## src/rtl/uart_rx.sv

```systemverilog
// 8N1 UART receiver, LSB first, with a two-flop input synchroniser.
// Each bit is sampled at its centre; received bytes are reported as one-cycle strobes.
module uart_rx #(
    parameter int COUNTER_VAL = 104
) (
    input  logic       clk_in,
    input  logic       rst,
    input  logic       rx,
    output logic [7:0] data_out,
    output logic       rx_valid,
    output logic       frame_err,
    output logic       busy
);

    localparam int CW = $clog2(COUNTER_VAL);
    localparam logic [CW-1:0] CNT_MAX = CW'(COUNTER_VAL - 1);
    // Preloading to N-N/2 makes the first tick fall half a bit after the start edge
    localparam logic [CW-1:0] CNT_PRE = CW'(COUNTER_VAL - COUNTER_VAL / 2);

    localparam logic [1:0] IDLE  = 2'd0;
    localparam logic [1:0] START = 2'd1;
    localparam logic [1:0] DATA  = 2'd2;
    localparam logic [1:0] STOP  = 2'd3;

    logic          rx_meta;
    logic          rx_s;
    logic [1:0]    state;
    logic [CW-1:0] cnt;
    logic [2:0]    bit_idx;
    logic [7:0]    shift;
    logic          tick;

    assign tick = (cnt == CNT_MAX);

    always_ff @(posedge clk_in) begin
        if (rst) begin
            rx_meta   <= 1'b1;
            rx_s      <= 1'b1;
            state     <= IDLE;
            cnt       <= '0;
            bit_idx   <= '0;
            shift     <= '0;
            data_out  <= '0;
            rx_valid  <= 1'b0;
            frame_err <= 1'b0;
            busy      <= 1'b0;
        end else begin
            rx_meta   <= rx;
            rx_s      <= rx_meta;
            rx_valid  <= 1'b0;
            frame_err <= 1'b0;

            if (state == IDLE) begin
                cnt <= '0;
            end else if (tick) begin
                cnt <= '0;
            end else begin
                cnt <= cnt + 1'b1;
            end

            case (state)
                IDLE: begin
                    if (!rx_s) begin
                        state <= START;
                        busy  <= 1'b1;
                        cnt   <= CNT_PRE;
                    end
                end
                START: begin
                    if (tick) begin
                        if (rx_s) begin
                            state <= IDLE;
                            busy  <= 1'b0;
                        end else begin
                            state   <= DATA;
                            bit_idx <= '0;
                        end
                    end
                end
                DATA: begin
                    if (tick) begin
                        shift[bit_idx] <= rx_s;
                        if (bit_idx == 3'd7) begin
                            state <= STOP;
                        end else begin
                            bit_idx <= bit_idx + 1'b1;
                        end
                    end
                end
                STOP: begin
                    if (tick) begin
                        if (rx_s) begin
                            data_out <= shift;
                            rx_valid <= 1'b1;
                        end else begin
                            frame_err <= 1'b1;
                        end
                        state <= IDLE;
                        busy  <= 1'b0;
                    end
                end
                default: begin
                    state <= IDLE;
                    busy  <= 1'b0;
                end
            endcase
        end
    end

endmodule

```

## config.mk

```make
export PLATFORM = sky130hd
export DESIGN_NAME = uart_rx
export DESIGN_NICKNAME = d
export VERILOG_FILES = /design/src/rtl/uart_rx.sv
export SDC_FILE = /design/constraint.sdc
export NUM_CORES = 1
export LEC_CHECK = 0
export ABC_AREA = 1
export CAP_MARGIN = 30
export CORE_AREA = 10 10 115 76
export CTS_BUF_LIST = sky130_fd_sc_hd__clkbuf_4
export DETAILED_ROUTE_END_ITERATION = 16
export DIE_AREA = 0 0 125 86
export PLACE_DENSITY = 0.44
export SLEW_MARGIN = 20
export SYNTH_ARGS = -nofsm -noshare
export SYNTH_HDL_FRONTEND = slang
export SYNTH_SLANG_ARGS = --single-unit
```

## constraint.sdc

```tcl
create_clock -name clk_in -period 3.9 [get_ports clk_in]
set_input_delay 0.39 -clock clk_in [delete_from_list [all_inputs] [get_ports clk_in]]
set_output_delay 0.39 -clock clk_in [all_outputs]
set_load 0.05 [all_outputs]
```

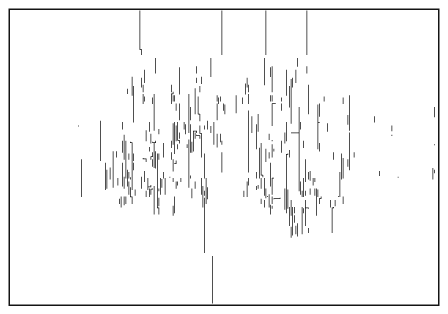
Fig. 1. Met2 routing.
main direction	vertical
wire length on this layer	1080 um
share of all routed wire	31%
nets with wire on the layer	163

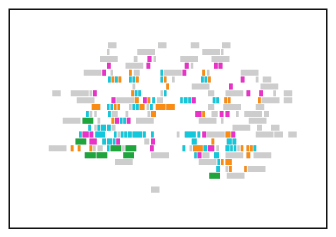
Fig. 2. Selected gate families.
colour	family	cells
orange	nor cells	37
magenta	aoi and oai cells	31
green	fa/ha/maj cells	8
cyan	nand cells	58
fraction of area in multi-input gates: 0.411
Top cell excl fill/tap: nand2_1
Layout Cells excl Fill: 310

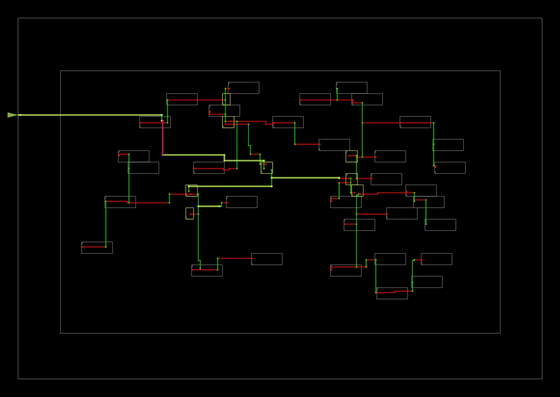
Fig. 3. Clock wiring as the flow saved it.
Flops: 33
Clock Skews: 0.00731 ns

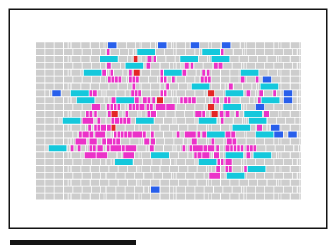
Fig. 4. Placed cells, one colour a class.
Bar = 50 um. Fill, decap, tap and diode cells in grey.
colour	class	cells
cyan	registers	33
magenta	remaining logic cells	169
red	clock drivers and dummy loads	8
blue	remaining buffers and delay cells	13
cell area after layout: 1810 um2
Site Rows: 23
core area: 6560 um2
final core occ: 0.276

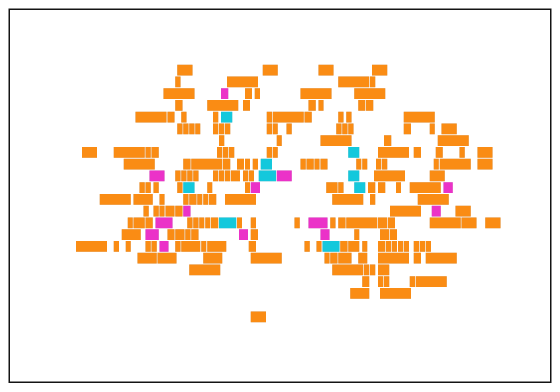
Fig. 5. Cells by drive strength.
colour	size	cells	share
orange	x1 and smaller	201	90%
magenta	x2	13	5.8%
cyan	x3 and x4	9	4.0%
Layout area overhead: 16.8%
Non-CTS buffers: 13
Final WS setup: 2.01 ns

==> flow_summary.json <==
{
  "status": "completed",
  "overflow": 0,
  "wl_per_cell_um": 11.1,
  "reg2reg_to": "shift[3]",
  "clockBufferDepth": 2,
  "antenna_found_initial": 0,
  "ys.flop_type": "dfxtp_1",
  "grt_pass1_vias": 1143,
  "cts_tree": "built",
  "boundaryPins": 14,
  "top_cells_by_count": "42 x nand2_1, 33 x dfxtp_1, 30 x inv_1",
  "htreeDepth": 2,
  "setup_violations": 0,
  "startpoint_type": "flip-flop",
  "netlist_area_um2": 1550,
  "path_delay_family": "buffers and inverters",
  "max_slew_margin": 0.619,
  "dr.pass1.iters": 4,
  "ant_nets": 0,
  "comb_area_um2": 744,
  "reg2reg_setup_slack_ns": 2.02,
  "fp_util": 0.236,
  "portBuffers": 13,
  "r2r_cells": 9,
  "grt_max_degree": 18,
  "vias_per_cell": 4.07,
  "grt_pass1_wl_um": 5950,
  "critPathBufInv": 1,
  "final_nets": 233,
  "synth.distinct_cells": 29,
  "dpl_worst_slack_ns": 1.75,
  "ir_drop_mv": 0.135,
  "arrival_ns": 1.50,
  "reg2reg_from": "cnt[0]",
  "hp-start": "rx_meta",
  "max_stage_delay_ns": 0.81,
  "end_kind": "primary output",
  "first_iter_violations": 124,
  "fin_tns_setup_ns": 0,
  "grt_usage": 0.0664,
  "fillers": 728,
  "criticalPathCategory": "flip-flop to primary output",
  "cp.required_ns": 3.51,
  "antenna_cells": 0,
  "vias": 1261,
  "ys_async_sr_fraction": 0,
  "yosys.area.top_type_share": 0.426,
  "min_to": "rx_s",
  "yosysChipArea_um2": 1550,
  "area_leaders": "dfxtp_1 43%, nand2_1 10%, inv_1 7.3%, nor2_1 6.5%, ha_1 6.5%",
  "finalCritPeriodShare": 0.484,
  "post_cts_buffers": 0,
  "drive_gt1_frac": 0.0987,
  "rsz0062_at_grt": "no",
  "largest_area_cell": "dfxtp_1",
  "flop_area_um2": 661,
  "hpwl_um": 2530,
  "die_w_um": 125,
  "hold_viol": 0,
  "drc": 0,
  "fmax_mhz": 529,
  "ctsHoldBuffers": 0,
  "whs_ns": 0.424,
  "warnings": 30,
  "crit_chain": "clkdlybuf4s50_1",
  "yosys-stat-cells": 208,
  "ys.flops": 33,
  "p_leak_uw": 0.000725,
  "cap_violations": 0,
  "holdPathStages": 1,
  "cts_made_buffers": 5,
  "syn_avg_cell_area_um2": 7.46,
  "clock-sinks": 33,
  "ys_warn_count": 0,
  "powerDensity_nw_per_um2": 430,
  "min_path_type": "flip-flop to flip-flop",
  "synth-edff-count": 0,
  "worst_slew_pin_slew_ns": 0.569,
  "cts-resized-gates": 0,
  "slew_violations": 0,
  "synthCells": 208,
  "synth.most_common_cell": "nand2_1",
  "cts-root-buf": "clkbuf_4",
  "fp_nets": 219,
  "totalWireLength_um": 3440,
  "ys_seq_share": 0.426,
  "gp_congestion": 0.805,
  "dieArea_um2": 10800,
  "die_h_um": 86,
  "path_max_fanout": 2
}
-- layout by cell type, fill, tap and decap left out, drive strengths merged --
cell and count:
nor2 30, nor3b 1, or2 4, xnor2 1, dfxtp 33, clkinv 2, a211oi 1, nor4 2
nand3b 1, nand2 44, a21oi 17, inv 30, nor3 4, a22oi 1, o21bai 1, nand3 8
ha 8, clkdlybuf4s50 13, clkbuf 6, nand4 5, o21ai 11
-- kinds of logic (layout without fill, tap and decap cells) --
group,after synthesis,in the layout,share of synthesized area
compound gates,31,31,0.107
flops,33,33,0.426
xor+xnor,1,1,0.00565
fa+ha+maj,8,8,0.0645
simple gates,99,99,0.302
buf+inv,36,51,0.0944
-- metrics by stage --
stage | total power [uW] | util | cell area [um2] | std cells
after floorplan | 541 | - | 1550 | 208
after global placement | 595 | 0.268 | 1760 | 302
after detailed placement | 588 | 0.268 | 1760 | 302
after CTS | 791 | 0.276 | 1810 | 310
after global routing | 845 | 0.276 | 1810 | 310
final | 779 | 0.276 | 1810 | 310
-- state kept, by name (all words and copies together), names as in the netlist, named ones only --
signal	count
frame_err	1
shift	8
data_out	8
busy	1
rx_s	1
cnt	7
rx_meta	1
rx_valid	1
bit_idx	3
state	1
-- worst max path at each step --
stage	startpoint	end	slack [ns]	depth (start not counted)
after floorplan	state[0]	bit_idx[2]	2.44	7
after global placement	rst	cnt[3]	1.77	4
after detailed placement	rst	cnt[3]	1.75	4
after CTS	data_out[2]	data_out[2]	1.99	1
after global routing	cnt[0]	bit_idx[2]	1.82	8
final	data_out[2]	data_out[2]	2.01	1
-- power breakdown --
part / internal, uW / total [uW] / switching, uW
clock: 75.7 / 196 / 121
combinational: 73.3 / 201 / 128
sequential: 360 / 382 / 22.1
-- cell type report --
cell class | instances | share of cell area
clock buffer | 6 | 0.0249
clock inverter | 2 | 0.00552
inverter | 30 | 0.0622
multi-input combinational | 139 | 0.411
sequential | 33 | 0.365
tap | 87 | 0.0601
timing repair buffer | 13 | 0.0718
-- routing by layer --
layer / share of wire / GRT usage / vias up
li1: - / - / 686
met1: 0.62 / 0.103 / 550
met2: 0.31 / 0.0755 / 23
met3: 0.060 / 0.0313 / 2
met4: 0.0023 / 0.0125 / 0
met5: 0 / 0 / -
Power figures rest on the tool's default switching activity, not on a simulated workload.
